Design alu_result_writeback, sky130hd; sources not shown.
Figure 1. Met3 routing (run 1).
Scale: 2 px per um.
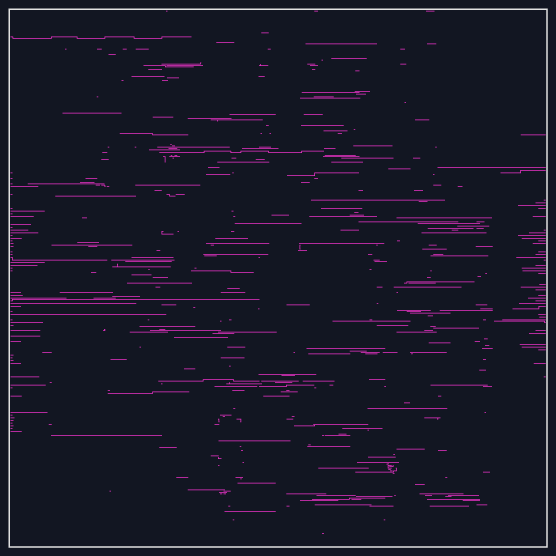
- wire length on this layer: 4710 um
- nets with wire on the layer: 212
- main direction: horizontal
- longest straight run: 124 um
- share of all routed wire: 6.4%
GR Util met3: 3.662%
via count: 18875
WL final: 74090 um

Figure 2. Clock nets (run 1).
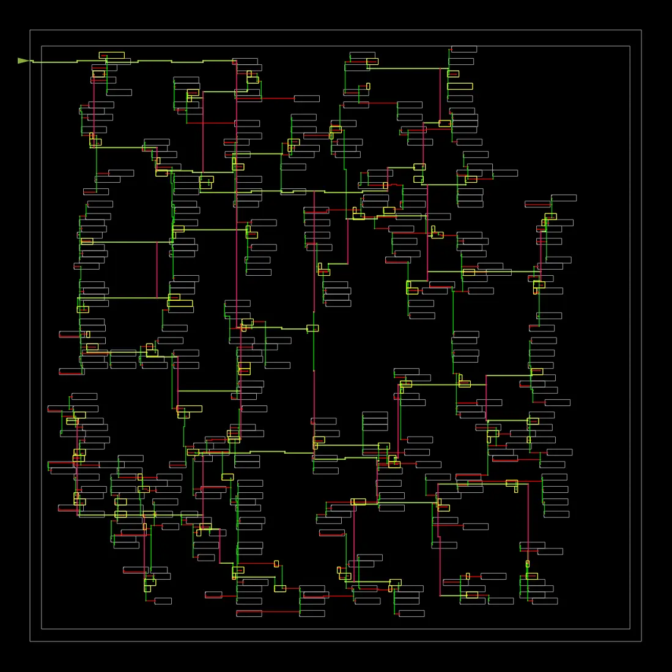
flop count: 314
Clock Skew: 30.06 ps
Sinks on Clock Net: 314
clk_buf instances: 65

Figure 3. Sizing map (run 1).
Scale: 2 px per um.
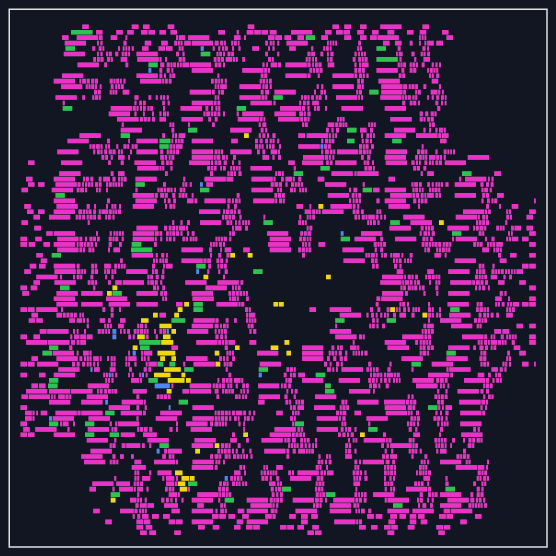
- blue: drive 2 (cells 20)
- magenta: drive 1 or less (cells 2639)
- yellow: drive 3 to 4 (cells 49)
- green: drive 6 and up (cells 75)
Signal buffers: 267
Synth-to-Final Area Change: 19.93%

==> flow_metrics.env, run 1 <==
# yosys + openroad results
export IMPL_drt_met1_wl_um=30770
export IMPL_rows=94
export IMPL_ys_seq_share_pct=46.46
export IMPL_critPathSlowestCell="nand2_4"
export IMPL_antenna_found_initial=7
export IMPL_rsz0062_at_grt="no"
export IMPL_netlist_area_sq_mm=0.01999
export IMPL_overflow=0
export IMPL_ys_sh_simple_pct=18.84
export IMPL_cp_buffers_inverters=4
export IMPL_wl_met3_um=4712
export IMPL_pre_cts_slack_ps=1401
export IMPL_floorplan_core_util_pct=30.30
export IMPL_r2r_cells=9
export IMPL_dp_cells=3535
export IMPL_outcome="complete, no violations"
export IMPL_core_sq_mm=0.06598
export IMPL_most_common_cell="nand2_1"
export IMPL_port_buffers=234
export IMPL_ys_flop_type="edfxtp_1"
export IMPL_die_y_um=268.2
export IMPL_vdd_drop_max_uv=252.2
export IMPL_drive_above_1_share_pct=5.174
export IMPL_arrival_ps=5630
export IMPL_syn_nets=2721
export IMPL_end_kind="output pin"
export IMPL_cap_viol_max_count=0
export IMPL_hold_class="reg -> reg"
export IMPL_largest_reg_flops=256
export IMPL_pin_count=252
export IMPL_dpl_hpwl_um=41800
export IMPL_hold_viol=0
export IMPL_cts_max_level=2
export IMPL_die_w_um=268.2
export IMPL_crit_fanout=55
export IMPL_finalInstanceArea_sq_mm=0.02398
export IMPL_p_leak_uw=0.009851
export IMPL_cp_num_cells=15
export IMPL_use_met1_pct=24.63
export IMPL_grt_pass1_wl_um=109500
export IMPL_final_cell_mix="nand2_1, o21ai_0, edfxtp_1"
export IMPL_tightestPinTransition_ps=1161
export IMPL_nFillCells=6709
export IMPL_fin_crit_ps=7379
export IMPL_ys_area_sq_mm=0.01999
export IMPL_cts_buffer_depth=3
export IMPL_cts_root_buf="clkbuf_8"
## run 1: area by class of cell
class	instances	area, sq um	area share [%]
Sequential cell	314	9301	38.79
Multi-Input combinational cell	1801	8666	36.14
Timing Repair Buffer	267	2603	10.85
Inverter	289	1099	4.582
Tap cell	864	1081	4.509
Clock buffer	65	894.6	3.731
Clock inverter	47	327.8	1.367
Antenna cell	2	5.005	0.02087
## run 1: report_power, final
part / switching (uW) / internal [uW] / leakage, uW / total (uW)
Clock: 672 / 807 / 0.000680 / 1480
Sequential: 68.8 / 1740 / 0.00284 / 1810
Combinational: 3410 / 2090 / 0.00633 / 5500
Total: 4150 / 4640 / 0.00985 / 8790
## run 1: worst min-delay path: stages, from the launching register on
cell and delay (ps):
dfxtp_1 310, inv_1 50, a21oi_1 50
==> inputs of run 2 (changes only) <==
--- a/config.mk
+++ b/config.mk
@@ -11,7 +11,7 @@
 export CTS_BUF_LIST = sky130_fd_sc_hd__clkbuf_8
 export DETAILED_ROUTE_END_ITERATION = 10
 export GPL_TIMING_DRIVEN = 1
-export PLACE_DENSITY = 0.44
+export PLACE_DENSITY = 0.46
 export SYNTH_ARGS = -nofsm -noshare
 export SYNTH_HDL_FRONTEND = slang
 export SYNTH_SLANG_ARGS = --single-unit
==> constraint.sdc (replaced) <==
create_clock -name CLK -period 6.07 [get_ports CLK]
set_input_delay 1.214 -clock CLK [delete_from_list [all_inputs] [get_ports CLK]]
set_output_delay 1.214 -clock CLK [all_outputs]
set_load 0.005 [all_outputs]
Figure 4. Signal metal coverage by tile (run 2).
Scale: 1.5 px per um. 27 x 27 tiles, from black (low) to pale yellow (high), scaled to the fullest tile. Values are wire area over tile area, all layers added.
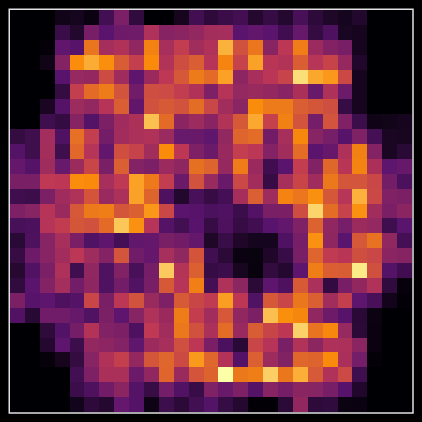
- emptiest ninth of the die: lower left
- mean over tiles: 0.16
- tiles over half the peak: 26%
GRT Total Usage: 19.37%
Routed WL per cell: 19.80 um

Figure 5. Where the registers sit (run 2).
Scale: 1.5 px per um. Other sequential cells in the stronger gray, the rest of the logic in the fainter gray.
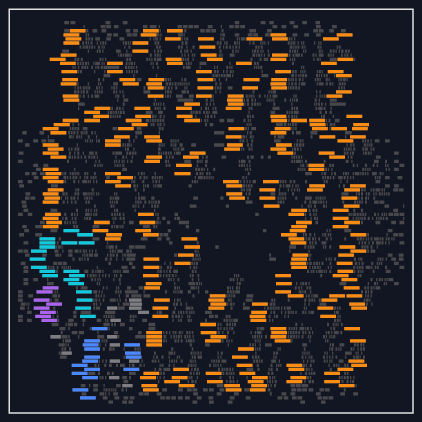
- cyan: dst_mem (sequential cells 20)
- orange: r_mem (sequential cells 256; where spread over the die)
- purple: sr_mem (sequential cells 8; where lower left)
- blue: flag_mem (sequential cells 16; where lower left)
- not colored: 14
P_seq: 2630 uW
flop share of the area: 38.63%
Layout Utilization: 36.49%

Figure 6. Clock nets (run 2).
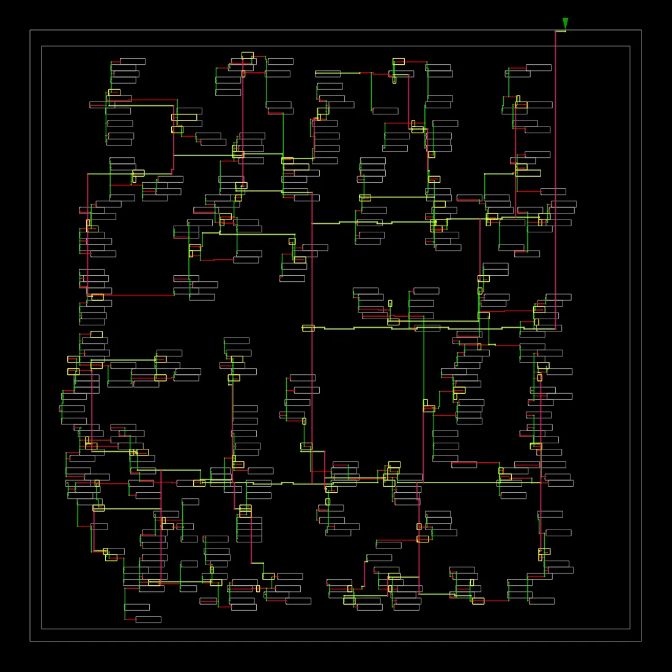
clk_buf instances: 64
clock buffer count from CTS: 57

==> run 2 against run 1 <==
Via count decreased by 0.88%. Cell count grew 0.27%. Core utilization up 0.16 points. Die area is the same. First-iteration DRC count rose by 36%. Hold slack gained 0.89 ps. Sequential cell count stayed put. Power grew 43%. Clock skew down 11 ps. Count of clock-buffer cells in the layout is 1 lower. Synthesized cell count is the same. Critical path depth is 1 higher. Critical path type is now reg -> out. Critical endpoint is now HDATA[3]. Largest power group unchanged.
==> flow_metrics.env, run 2 <==
# yosys + openroad results
export IMPL_outcome="complete, no violations"
export IMPL_cts_buffer_depth=3
export IMPL_power_leader="combinational cells"
export IMPL_ys_area_sq_mm=0.01999
export IMPL_buf_share_pct=11.53
export IMPL_buffers=280
export IMPL_power_frac_clock_pct=16.1
export IMPL_cts_sinks=314
export IMPL_cts_max_level=2
export IMPL_rsz0062_at_grt="no"
export IMPL_dp_cells=3548
export IMPL_inverters=289
export IMPL_cap_viol_max_count=0
export IMPL_seq_area_sq_mm=0.009301
export IMPL_pin_count=252
export IMPL_ys_flop_type="edfxtp_1"
export IMPL_p_leak_uw=0.009873
export IMPL_r2r_cells=7
export IMPL_seqPwrFrac_pct=20.9
export IMPL_hold_viol=0
export IMPL_netlist_area_sq_mm=0.01999
export IMPL_vias=18708
export IMPL_nFillCells=6666
export IMPL_most_common_cell="nand2_1"
[run 2: cell counts after synthesis]
Identical to the previous run, type by type.
[run 2: worst max-delay path, delay by kind of cell (launching register included)]
family | cells | cell delay, ps
buffers and inverters | 4 | 1160
flip-flops | 1 | 380
AND/OR/NAND/NOR | 10 | 1120
adder cells (fa/ha/maj) | 2 | 940
[run 2: cell families (layout without fill, tap and decap cells)]
family                   after synthesis  after routing
AND/OR/NAND/NOR                      952            952
AND-OR/OR-AND                        757            757
buffers and inverters                496            676
flip-flops                           314            314
multiplexers                          64             64
XOR/XNOR                              15             15
adder cells (fa/ha/maj)               11             11
other                                  2              6
[run 2: metal layers]
layer | GRT usage (%) | wire (um)
met1 | 24.98 | 30970
met2 | 33.64 | 35130
met3 | 3.003 | 4415
met4 | 6.008 | 1912
met5 | 0 | 27
Power and IR drop assume default switching activity.
